<file path="src/rtl/xadc_drp_pkg.sv">
// Shared constants and types for the XADC DRP responder stand-in.
package xadc_drp_pkg;

    // DRP register addresses
    localparam logic [6:0] ADDR_AUX3  = 7'h13;
    localparam logic [6:0] ADDR_AUX11 = 7'h1B;
    localparam logic [6:0] ADDR_CFG0  = 7'h40;
    localparam logic [6:0] ADDR_CFG1  = 7'h41;
    localparam logic [6:0] ADDR_CFG2  = 7'h42;

    // Channel numbers reported on the channel output
    localparam logic [4:0] CH_AUX3  = 5'd3;
    localparam logic [4:0] CH_AUX11 = 5'd11;

    typedef enum logic [1:0] {IDLE, WAIT, RESP} drp_state_e;

    // Status registers hold the 12-bit result left-justified in 16 bits
    function automatic logic [15:0] left_justify(input logic [11:0] s);
        return {s, 4'b0000};
    endfunction

endpackage

</file>
<file path="src/rtl/xadc_conv_sequencer.sv">
// Free-running two-channel conversion sequencer (aux 3, aux 11).
// Emits eoc/channel/busy and a one-cycle status-register write strobe that
// is asserted during the eoc cycle, so the register lands on the next edge.
// Optional macro XADC_RAMP_GEN_EN replaces the sample inputs with an
// internal ramp (ch3 = counter, ch11 = ~counter).
module xadc_conv_sequencer
    import xadc_drp_pkg::*;
#(
    parameter int CONV_CYCLES = 256
) (
    input  logic        clk,
    input  logic        rst_n,
    input  logic [11:0] sample_a,
    input  logic [11:0] sample_b,
    output logic        eoc,
    output logic [4:0]  channel,
    output logic        busy,
    output logic        st_we,
    output logic [6:0]  st_addr,
    output logic [15:0] st_data
);
    localparam int CW = $clog2(CONV_CYCLES);

    logic [CW-1:0] cnt;
    logic [CW-1:0] cnt_nxt;
    logic          wrap;
    logic          sel_b;      // 0: next conversion is aux3, 1: aux11
    logic [11:0]   src_a;
    logic [11:0]   src_b;

    assign wrap    = (cnt == CW'(CONV_CYCLES - 1));
    assign cnt_nxt = wrap ? '0 : cnt + 1'b1;

`ifdef XADC_RAMP_GEN_EN
    logic [11:0] ramp;
    wire         unused_samples = ^{sample_a, sample_b};

    // Ramp advances once per aux3/aux11 pair so both channels of a pair
    // see the same counter value (ch11 gets its inverse).
    always_ff @(posedge clk or negedge rst_n) begin
        if (!rst_n)
            ramp <= '0;
        else if (wrap && sel_b)
            ramp <= ramp + 1'b1;
    end

    assign src_a = ramp;
    assign src_b = ~ramp;
`else
    assign src_a = sample_a;
    assign src_b = sample_b;
`endif

    // Conversion counter, channel toggle and registered sequencer outputs
    always_ff @(posedge clk or negedge rst_n) begin
        if (!rst_n) begin
            cnt     <= '0;
            sel_b   <= 1'b0;
            eoc     <= 1'b0;
            channel <= '0;
            busy    <= 1'b0;
            st_we   <= 1'b0;
            st_addr <= '0;
            st_data <= '0;
        end else begin
            cnt   <= cnt_nxt;
            busy  <= (cnt_nxt >= CW'(CONV_CYCLES - 4));
            eoc   <= wrap;
            st_we <= wrap;
            if (wrap) begin
                channel <= sel_b ? CH_AUX11 : CH_AUX3;
                st_addr <= sel_b ? ADDR_AUX11 : ADDR_AUX3;
                st_data <= left_justify(sel_b ? src_b : src_a);
                sel_b   <= ~sel_b;
            end
        end
    end

endmodule

</file>
<file path="src/rtl/xadc_drp_responder.sv">
// DRP responder end of an XADC stand-in: register file plus DRP FSM.
// Reads are snapshotted on the den cycle and returned DRP_LATENCY cycles
// later; writes commit on the drdy cycle. Optional ramp source is selected
// inside the sequencer by macro XADC_RAMP_GEN_EN.
module xadc_drp_responder
    import xadc_drp_pkg::*;
#(
    parameter int CONV_CYCLES = 256,
    parameter int DRP_LATENCY = 4,
    parameter int ADDR_W      = 7
) (
    input  logic              clk,
    input  logic              rst_n,
    input  logic [ADDR_W-1:0] daddr,
    input  logic              den,
    input  logic              dwe,
    input  logic [15:0]       di,
    output logic [15:0]       do_out,
    output logic              drdy,
    output logic              eoc,
    output logic [4:0]        channel,
    output logic              busy,
    input  logic [11:0]       sample_a,
    input  logic [11:0]       sample_b,
    output logic              drp_err
);
    logic              st_we;
    logic [6:0]        st_addr;
    logic [15:0]       st_data;
    logic [15:0]       st_aux3, st_aux11;
    logic [15:0]       cfg0, cfg1, cfg2;
    logic [15:0]       rd_val;
    logic [15:0]       snap;
    drp_state_e        state;
    logic [3:0]        lat;
    logic              req_we;
    logic [ADDR_W-1:0] req_addr;
    logic [15:0]       req_data;

    xadc_conv_sequencer #(.CONV_CYCLES(CONV_CYCLES)) u_seq (
        .clk      (clk),
        .rst_n    (rst_n),
        .sample_a (sample_a),
        .sample_b (sample_b),
        .eoc      (eoc),
        .channel  (channel),
        .busy     (busy),
        .st_we    (st_we),
        .st_addr  (st_addr),
        .st_data  (st_data)
    );

    // Status registers, written only by the sequencer
    always_ff @(posedge clk or negedge rst_n) begin
        if (!rst_n) begin
            st_aux3  <= '0;
            st_aux11 <= '0;
        end else if (st_we) begin
            if (st_addr == ADDR_AUX3)  st_aux3  <= st_data;
            if (st_addr == ADDR_AUX11) st_aux11 <= st_data;
        end
    end

    // Read decode of the live register file at the requested address
    always_comb begin
        rd_val = '0;
        case (daddr)
            ADDR_W'(ADDR_AUX3):  rd_val = st_aux3;
            ADDR_W'(ADDR_AUX11): rd_val = st_aux11;
            ADDR_W'(ADDR_CFG0):  rd_val = cfg0;
            ADDR_W'(ADDR_CFG1):  rd_val = cfg1;
            ADDR_W'(ADDR_CFG2):  rd_val = cfg2;
            default:             rd_val = '0;
        endcase
    end

    // DRP FSM: capture on den, count latency, pulse drdy, commit writes
    always_ff @(posedge clk or negedge rst_n) begin
        if (!rst_n) begin
            state    <= IDLE;
            lat      <= '0;
            req_we   <= 1'b0;
            req_addr <= '0;
            req_data <= '0;
            snap     <= '0;
            drdy     <= 1'b0;
            do_out   <= '0;
            drp_err  <= 1'b0;
            cfg0     <= '0;
            cfg1     <= '0;
            cfg2     <= '0;
        end else begin
            drdy   <= 1'b0;
            do_out <= '0;
            // A strobe while busy is dropped but remembered until reset
            if (den && state != IDLE)
                drp_err <= 1'b1;
            case (state)
                IDLE: if (den) begin
                    req_we   <= dwe;
                    req_addr <= daddr;
                    req_data <= di;
                    snap     <= rd_val;
                    if (DRP_LATENCY == 1) begin
                        state  <= RESP;
                        drdy   <= 1'b1;
                        do_out <= dwe ? 16'h0000 : rd_val;
                    end else begin
                        state <= WAIT;
                        lat   <= 4'(DRP_LATENCY - 1);
                    end
                end
                // Last count is consumed by the transition so drdy lands
                // exactly DRP_LATENCY cycles after the den cycle
                WAIT: if (lat == 4'd1) begin
                    state  <= RESP;
                    drdy   <= 1'b1;
                    do_out <= req_we ? 16'h0000 : snap;
                end else begin
                    lat <= lat - 1'b1;
                end
                RESP: begin
                    state <= IDLE;
                    if (req_we) begin
                        if (req_addr == ADDR_W'(ADDR_CFG0)) cfg0 <= req_data;
                        if (req_addr == ADDR_W'(ADDR_CFG1)) cfg1 <= req_data;
                        if (req_addr == ADDR_W'(ADDR_CFG2)) cfg2 <= req_data;
                    end
                end
                default: state <= IDLE;
            endcase
        end
    end

endmodule

</file>
<file path="config.mk">
export PLATFORM = sky130hd
export DESIGN_NAME = xadc_drp_responder
export DESIGN_NICKNAME = d
export VERILOG_FILES = /design/src/rtl/xadc_drp_pkg.sv /design/src/rtl/xadc_conv_sequencer.sv /design/src/rtl/xadc_drp_responder.sv
export SDC_FILE = /design/constraint.sdc
export NUM_CORES = 1
export LEC_CHECK = 0
export ABC_AREA = 1
export CAP_MARGIN = 10
export CORE_MARGIN = 8
export CORE_UTILIZATION = 55
export CTS_CLUSTER_DIAMETER = 80
export CTS_CLUSTER_SIZE = 8
export DETAILED_ROUTE_END_ITERATION = 8
export PLACE_DENSITY = 0.78
export SYNTH_ARGS = -nofsm -noshare
export SYNTH_HDL_FRONTEND = slang
export SYNTH_HIERARCHICAL = 1
export SYNTH_SLANG_ARGS = --single-unit
</file>
<file path="constraint.sdc">
create_clock -name clk -period 1.7 [get_ports clk]
set_input_delay 0.34 -clock clk [delete_from_list [all_inputs] [get_ports clk]]
set_output_delay 0.34 -clock clk [all_outputs]
set_load 0.01 [all_outputs]
</file>
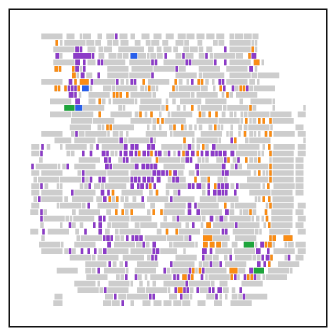
Run 1: selected gate families
legend:
  orange:
    family: NOR gates
    cells: 115
  purple:
    family: NAND gates
    cells: 244
  green:
    family: adder and majority cells
    cells: 3
  blue:
    family: XOR/XNOR gates
    cells: 3
most instantiated logic cell after routing: dfrtp_1
Finished Layout Cells: 1120

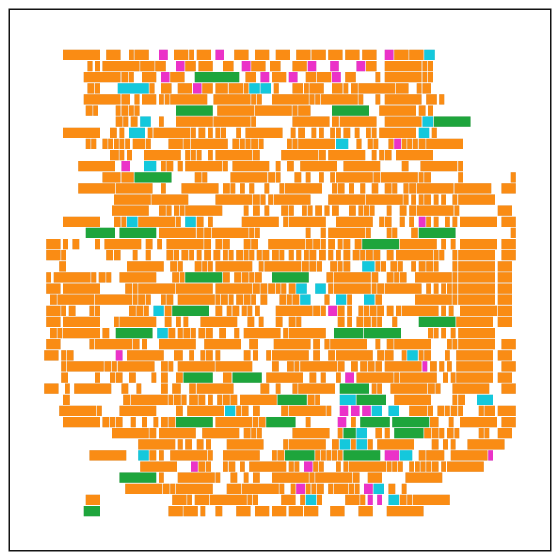
Run 1: drive-strength map
legend:
  green:
    size: drive 6 and up
    cells: 31
    share: 3.3%
  orange:
    size: drive 1 or less
    cells: 847
    share: 90%
  magenta:
    size: drive 2
    cells: 32
    share: 3.4%
  cyan:
    size: drive 3 to 4
    cells: 34
    share: 3.6%
Final Cell Area: 0.009006 mm^2
Non-clk bufs: 105
Final WS setup: 46.17 ps
area grow syn2layout: 21.63%

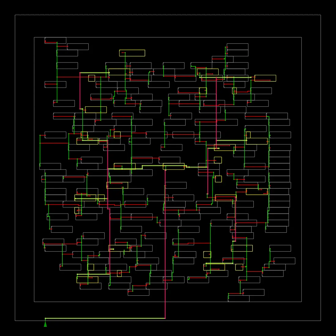
Run 1: clock wiring as the flow saved it
seq_cells: 169
total CTS buffers: 17
Worst Skew: 6.005 ps

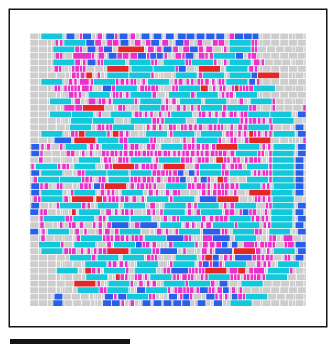
Run 1: placement by cell class
Bar = 50 um. Fill, decap, tap and diode cells in gray.
legend:
  red:
    class: clock drivers and dummy loads
    cells: 32
    share_of_their_area: 6.3%
  magenta:
    class: all other logic
    cells: 638
    share_of_their_area: 33%
  blue:
    class: other buffers and delay cells
    cells: 105
    share_of_their_area: 13%
  cyan:
    class: flops
    cells: 169
    share_of_their_area: 48%
Rows: 42
final core utilization: 68.28%

==> results.json, run 1 <==
{
  "flop_area_mm2": 0.004229,
  "crit_start": "u_seq/st_we$_DFF_PN0_",
  "place_inst": 1086,
  "internal_power_mw": 7.487,
  "nFillCells": 1008,
  "powerDensity_mw_per_mm2": 1185,
  "grt_pass1_vias": 5815,
  "yosysCellCount": 854,
  "xor_share_pct": 0.3548,
  "grt_setup_unrepaired": "false",
  "nWellTaps": 176,
  "syn_area_per_cell_um2": 8.670,
  "vias": 5837,
  "warning_count": 27,
  "hold_path.class": "input port to asynchronous set/reset pin",
  "seq_share_pct": 46.96,
  "fp.dieH_um": 132.0,
  "clk-insertion-delay-late_ps": 430,
  "min_period_over_period_pct": 97.28,
  "grt_max_degree": 49,
  "layout-drive-gt1-share_pct": 10.28,
  "combPwrFrac_pct": 19.3,
  "crit_type": "register to primary output",
  "ys_seq_share_pct": 57.11,
  "setup_viol": 0,
  "drt_wl_total_um": 16210,
  "core_mm2": 0.01319,
  "ios": 76,
  "synth_flops": 169,
  "ff_type": "dfrtp_1",
  "cts_tree": "yes",
  "peakVddDrop_v": 0.0007374,
  "nClkBuffers": 17,
  "maxCapViolations": 0,
  "dp_slack_ps": -120.7,
  "comb_area_mm2": 0.002512,
  "cts_resized": 2,
  "comb_share_pct": 27.90,
  "swShare_pct": 29.82,
  "path_max_fanout": 2,
  "nonClockInverterCount": 99,
  "tns_ps": 0,
  "cts.sinks": 169,
  "antenna_found_initial": 0,
  "ys_sh_adder_pct": 0.5069,
  "clock-root-buffer": "clkbuf_16",
  "hold_violations": 0,
  "nMultiInputCombCells": 539,
  "ant_nets": 0,
  "reg2reg_depth": 6,
  "synth.largest_area_cell": "dfrtp_1",
  "grt_pass1_wl_um": 27880,
  "clock_power_share_pct": 33.6,
  "common_cells": "169 x dfrtp_1, 160 x nand2_1, 102 x nor2_1",
  "slowest_stage": "clkdlybuf4s50_1",
  "ys_area_mm2": 0.007405,
  "crit_end": "eoc",
  "power_switching_mw": 3.182,
  "path_clk_slew_ps": 60,
  "fp_util_pct": 56.14,
  "drtPass1Iterations": 5,
  "worst-path-buf-inv": 1,
  "port_buffers": 73,
  "clockBufferDepth": 2,
  "status": "finished, final reports clean",
  "path_depth": 1,
  "synth_cell_types": 32,
  "worst_path_largest_cell_delay_ps": 540,
  "cp_data_arrival_time_ps": 1310,
  "drc": 0,
  "layout.nets": 985,
  "routabilityCongestion": 0.8403,
  "lay_top_cells": "169 x dfrtp_1, 160 x nand2_1, 100 x nor2_1, 94 x inv_1, 75 x nand3_1",
  "startpoint_type": "register",
  "synthCells": 854,
  "aoi_share_pct": 10.83,
  "rr_startpoint": "u_seq/cnt[0]$_DFF_PN0_",
  "yosys_warnings": 6,
  "area_leaders": "dfrtp_1 57%, nand2_1 8.1%, nor2_1 5.2%, nand3_1 5.1%, inv_1 4.8%",
  "total_power_mw": 10.67,
  "largest_cell_class": "flip-flops and latches",
  "final-nonclk-buf-share_pct": 12.35,
  "avgViaCountPerCell": 5.212,
  "fmax_ghz": 0.6047,
  "mux_share_pct": 0,
  "fin_crit_ps": 1654,
  "p_leak_nw": 4.359,
  "clk_share_pct": 6.168,
  "crit_chain": "clkdlybuf4s50_1",
  "cp-end-kind": "primary output",
  "die_area_mm2": 0.01743,
  "grt_overflow_total": 0,
  "top_cell": "dfrtp_1",
  "yosys.area_share.simple_pct": 21.65,
  "edf_count": 0,
  "postCtsSetupBuffers": 1,
  "synth_area_mm2": 0.007405,
  "worstPathRequired_ps": 1360,
  "cpLargestDelayFamily": "buffers and inverters",
  "antenna_cells": 0,
  "synth-async-reset-ratio_pct": 100.0,
  "drtIter0Drc": 395,
  "seqPwrFrac_pct": 47.0,
  "topCombFamilyByArea": "simple AND/OR/NAND/NOR gates",
  "drt-wirelength-per-cell_um": 14.47,
  "die_w_um": 132.0,
  "timing.rr.end": "u_seq/channel[1]$_DFFE_PN0N_",
  "reg2reg_slack_ps": 170,
  "top_area_share_pct": 57.11,
  "drv_slew": 0,
  "hold_ws_ps": 389.5,
  "grt_usage_pct": 19.65,
  "placed_area_mm2": 0.008433,
  "post-dp-hpwl_um": 11260,
  "postCtsHoldBufs": 1,
  "ctsHtreeMaxLevel": 4
}
run 1: power by group through the flow:
stage	sequential, mW	combinational [mW]	clock (mW)
3_5_place_dp	5.07	2.06	0
6_report	5.02	2.06	3.59
4_1_cts	5.00	2.09	3.66
2_1_floorplan	4.98	1.25	0
3_3_place_gp	5.05	2.00	0
5_1_grt	5.08	2.39	3.82
run 1: routing by layer:
| layer | track usage [%] | vias up | wire length, um |
|---|---|---|---|
| li1 | - | 2856 | - |
| met4 | 8.360 | 0 | 338 |
| met2 | 31.56 | 165 | 7920 |
| met1 | 24.49 | 2788 | 7090 |
| met3 | 5.373 | 28 | 856 |
| met5 | 0 | - | 0 |
Run 1, metal 2:
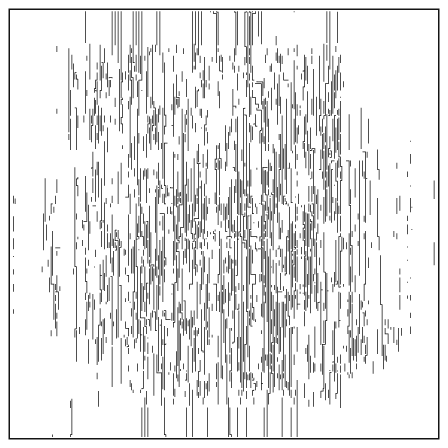

==> inputs of run 2 (changes only) <==
ABC_AREA = default   (was 1)
SLEW_MARGIN = 20   (was default)
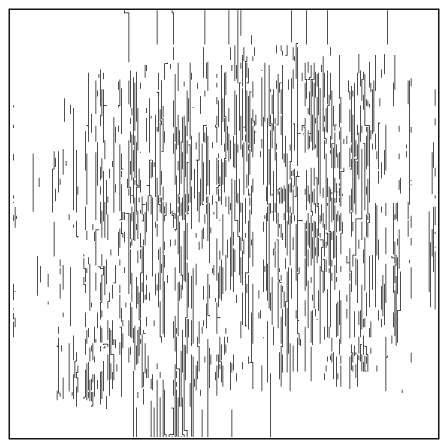
Run 2: metal 2
main direction: vertical
nets with wire on the layer: 631
longest straight run: 40.5 um
share of all routed wire: 50%
final WL: 15820 um
vias: 4555
GR Util met2: 30.92%

==> results.json, run 2 <==
{
  "status": "finished with violations",
  "violations": "setup timing",
  "place_inst": 800,
  "final_cells": 839,
  "post-route-util_pct": 70.24,
  "buffers": 117,
  "grt_overflow_total": 0,
  "met3_usage_pct": 5.221,
  "placed_area_mm2": 0.008533,
  "ios": 76,
  "grt_setup_unrepaired": "true",
  "synthCells": 548,
  "reg2reg_slack_ps": -150,
  "clk-insertion-delay-late_ps": 430,
  "drc": 0,
  "top_layer": "met4",
  "largest_cell_class": "flip-flops and latches",
  "cts_tree": "yes",
  "nonClockInverterCount": 3,
  "routed-wl-met3_um": 654,
  "mux_share_pct": 22.49,
  "seqPwrFrac_pct": 47.8,
  "final-nonclk-buf-share_pct": 13.18,
  "drtPass1Iterations": 4,
  "post-dp-hpwl_um": 10750,
  "worstPathRequired_ps": 2000,
  "topCombFamilyByArea": "multiplexers",
  "comb_share_pct": 32.23,
  "top_area_share_pct": 57.38,
  "worst_path_largest_cell_delay_ps": 380,
  "synth_flops": 169,
  "slowest_stage": "dfrtp_1",
  "die_area_mm2": 0.01736,
  "synth.largest_area_cell": "dfrtp_1",
  "path_clk_slew_ps": 60,
  "seq_share_pct": 45.66,
  "edf_count": 0,
  "die_w_um": 131.8,
  "core_mm2": 0.01319,
  "grt-busiest-layer": "met2",
  "ff_type": "dfrtp_1",
  "grt_max_degree": 53,
  "nMultiInputCombCells": 342,
  "aoi_share_pct": 5.738,
  "ctsHtreeMaxLevel": 4,
  "flops": 169,
  "antenna_cells": 0,
  "hold_path.class": "input port to asynchronous set/reset pin",
  "fin_ws_ps": -151.2,
  "grt_pass1_wl_um": 26100,
  "maxCapViolations": 0,
  "clk_share_pct": 6.428,
  "routabilityCongestion": 0.8661,
  "cp_data_arrival_time_ps": 2150,
  "cts.sinks": 169,
  "nClkBuffers": 26,
  "cp-end-kind": "register",
  "clock-root-buffer": "clkbuf_16",
  "path_depth": 6,
  "path_max_fanout": 8,
  "startpoint_type": "register",
  "ys_seq_share_pct": 57.38,
  "yosys_warnings": 6,
  "crit_chain": "and4bb_1 > and4b_4 > nor3b_4 > buf_6 > buf_12 > mux2_4",
  "p_leak_nw": 4.341,
  "antenna_found_initial": 0,
  "internal_power_mw": 8.063,
  "common_cells": "169 x dfrtp_1, 112 x mux2_2, 31 x nand2_1",
  "synth_area_mm2": 0.007371,
  "nWellTaps": 176,
  "comb_area_mm2": 0.002987,
  "fin_crit_ps": 1851,
  "fp_util_pct": 55.88,
  "drv_slew": 0,
  "flop_area_mm2": 0.004230,
  "p_comb_mw": 1.82,
  "timing.rr.end": "cfg0[15]$_DFFE_PN0P_",
  "met1_length_um": 7050,
  "avgViaCountPerCell": 5.429,
  "dp_slack_ps": -419.2,
  "clock_power_share_pct": 35.5,
  "total_power_mw": 10.88,
  "ys_area_mm2": 0.007371,
  "synth-async-reset-ratio_pct": 100.0,
  "clockBufferDepth": 2,
  "fin_area_mm2": 0.009265,
  "ys_sh_adder_pct": 0.5093,
  "fmax_ghz": 0.5402,
  "layout-drive-gt1-share_pct": 33.94,
  "reg2reg_depth": 6,
  "worst-path-buf-inv": 2,
  "lay_top_cells": "168 x dfrtp_1, 98 x mux2_2, 65 x clkdlybuf4s50_1, 31 x nand2_1, 30 x buf_4",
  "drtIter0Drc": 251,
  "largestPowerGroup": "registers",
  "min_period_over_period_pct": 108.9,
  "warning_count": 30,
  "grt_pass1_vias": 4947,
  "crit_end": "cfg0[15]$_DFFE_PN0P_",
  "setup_viol": 48,
  "grtUsageMet1_pct": 23.86,
  "swShare_pct": 25.91,
  "top_cell": "dfrtp_1",
  "hold_ws_ps": 440.4,
  "synth_cell_types": 54
}
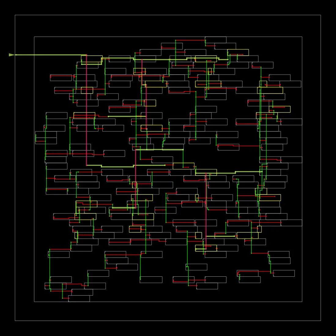
Run 2: clock wiring as the flow saved it
Clk power: 3.86 mW
Worst Skew: 8.677 ps

## run 2: cell count changes in the layout (fill, tap and decap cells not counted), moves of 12 or more
cell / change
o21ai_0: -46
mux2_4: +26
mux2_2: +98
nand3_1: -70
and2_1: +19
mux2i_1: +22
a22oi_1: +13
a21oi_1: -42
o21ai_1: -29
nand2_1: -129
inv_1: -91
o211ai_1: -12
nor2_1: -77
## run 2: repair_timing
action	CTS	global route
hold buffers	1	0
hold endpoints to repair	46	0
gates cloned	1	1
gates resized	13	6
pin swaps	1	1
buffers inserted	2	2
endpoints found under the setup margin	21	63
## run 2: worst register-to-register path, stage by stage, from the launching register on
cell      delay [ps]
dfrtp_1          380
and4bb_1         290
and4b_4          250
nor3b_4          190
buf_6            160
buf_12           150
mux2_4           310
==> inputs of run 3 (changes only) <==
ABC_AREA = 0   (was default)
GPL_ROUTABILITY_DRIVEN = 1   (was default)
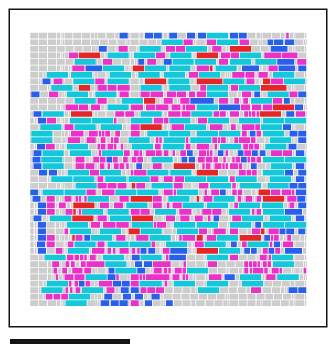
Run 3: placement by cell class
Bar = 50 um. Fill, decap, tap and diode cells in gray.
Final Cell Area: 0.009265 mm^2
final core utilization: 70.24%

==> results.json, run 3 <==
{
  "maxCapViolations": 0,
  "crit_chain": "and4bb_1 > and4b_4 > nor3b_4 > buf_6 > buf_12 > mux2_4",
  "p_comb_mw": 1.82,
  "internal_power_mw": 8.063,
  "flops": 169,
  "ios": 76,
  "drtIter0Drc": 251,
  "clk-insertion-delay-late_ps": 430,
  "synth_cell_types": 54,
  "worst_path_largest_cell_delay_ps": 380,
  "path_max_fanout": 8,
  "largestPowerGroup": "registers",
  "die_area_mm2": 0.01736,
  "top_area_share_pct": 57.38,
  "core_mm2": 0.01319,
  "top_cell": "dfrtp_1",
  "worst-path-buf-inv": 2,
  "ys_area_mm2": 0.007371,
  "common_cells": "169 x dfrtp_1, 112 x mux2_2, 31 x nand2_1",
  "cts_tree": "yes",
  "setup_viol": 48,
  "grtUsageMet1_pct": 23.86,
  "antenna_found_initial": 0,
  "total_power_mw": 10.88,
  "violations": "setup timing",
  "largest_cell_class": "flip-flops and latches",
  "mux_share_pct": 22.49,
  "cp_data_arrival_time_ps": 2150,
  "lay_top_cells": "168 x dfrtp_1, 98 x mux2_2, 65 x clkdlybuf4s50_1, 31 x nand2_1, 30 x buf_4",
  "fin_skew_ps": 8.677,
  "post-dp-hpwl_um": 10750,
  "dp_slack_ps": -419.2,
  "antenna_cells": 0,
  "grt_overflow_total": 0,
  "postCtsSetupBuffers": 2,
  "slowest_stage": "dfrtp_1",
  "synth_area_mm2": 0.007371,
  "cts_resized": 13,
  "drt_wl_total_um": 15820,
  "yosys_warnings": 6,
  "flop_area_mm2": 0.004230,
  "aoi_share_pct": 5.738,
  "comb_area_mm2": 0.002987,
  "status": "finished with violations",
  "hold_path.class": "input port to asynchronous set/reset pin",
  "place_inst": 800,
  "drv_slew": 0,
  "buffers": 117,
  "path_clk_slew_ps": 60,
  "edf_count": 0,
  "nonClockInverterCount": 3,
  "routed-wl-met3_um": 654,
  "grt_setup_unrepaired": "true",
  "synthCells": 548,
  "startpoint_type": "register",
  "seqPwrFrac_pct": 47.8,
  "use_met2_pct": 30.92,
  "powerClk_mw": 3.86,
  "p_leak_nw": 4.341,
  "ff_type": "dfrtp_1",
  "min_period_over_period_pct": 108.9,
  "cp-end-kind": "register",
  "fmax_ghz": 0.5402,
  "ctsHtreeMaxLevel": 4,
  "nClkBuffers": 26,
  "nMultiInputCombCells": 342,
  "clock_power_share_pct": 35.5,
  "grt_pass1_vias": 4947,
  "clock-root-buffer": "clkbuf_16",
  "layout-drive-gt1-share_pct": 33.94,
  "fp_util_pct": 55.88,
  "routabilityCongestion": 0.8661,
  "synth.largest_area_cell": "dfrtp_1",
  "swShare_pct": 25.91,
  "fin_ws_ps": -151.2,
  "nWellTaps": 176
}
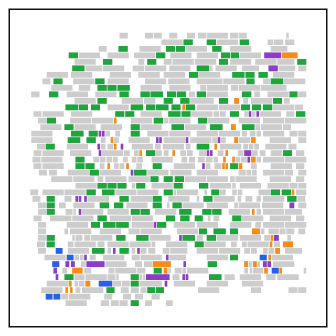
Run 3: selected gate families
Comb/total area: 32.23%
Finished Layout Cells: 839

-- run 3: cell counts after synthesis --
Identical to the previous run, type by type.
-- run 3: path summary, 6_finish.rpt --
path,start,end,cells after the start
max,req_addr[3]$_DFFE_PN0P_,cfg0[15]$_DFFE_PN0P_,6
min,rst_n,lat[3]$_DFFE_PN0P_,2
max reg2reg,req_addr[3]$_DFFE_PN0P_,cfg0[15]$_DFFE_PN0P_,6
min reg2reg,snap[11]$_DFFE_PN0P_,do_out[11]$_DFF_PN0_,1
max in group asynchronous,rst_n,st_aux3[7]$_DFFE_PN0P_,3
min in group clk,snap[11]$_DFFE_PN0P_,do_out[11]$_DFF_PN0_,1
-- run 3: cell families after synthesis --
family          count (synthesis)
other cells                     1
fa+ha+maj                       3
compound gates                 61
mux                           146
flops                         169
buf+inv                        45
simple gates                  115
xor+xnor                        8
No activity file was given, so power comes from the tool's default toggle rates.
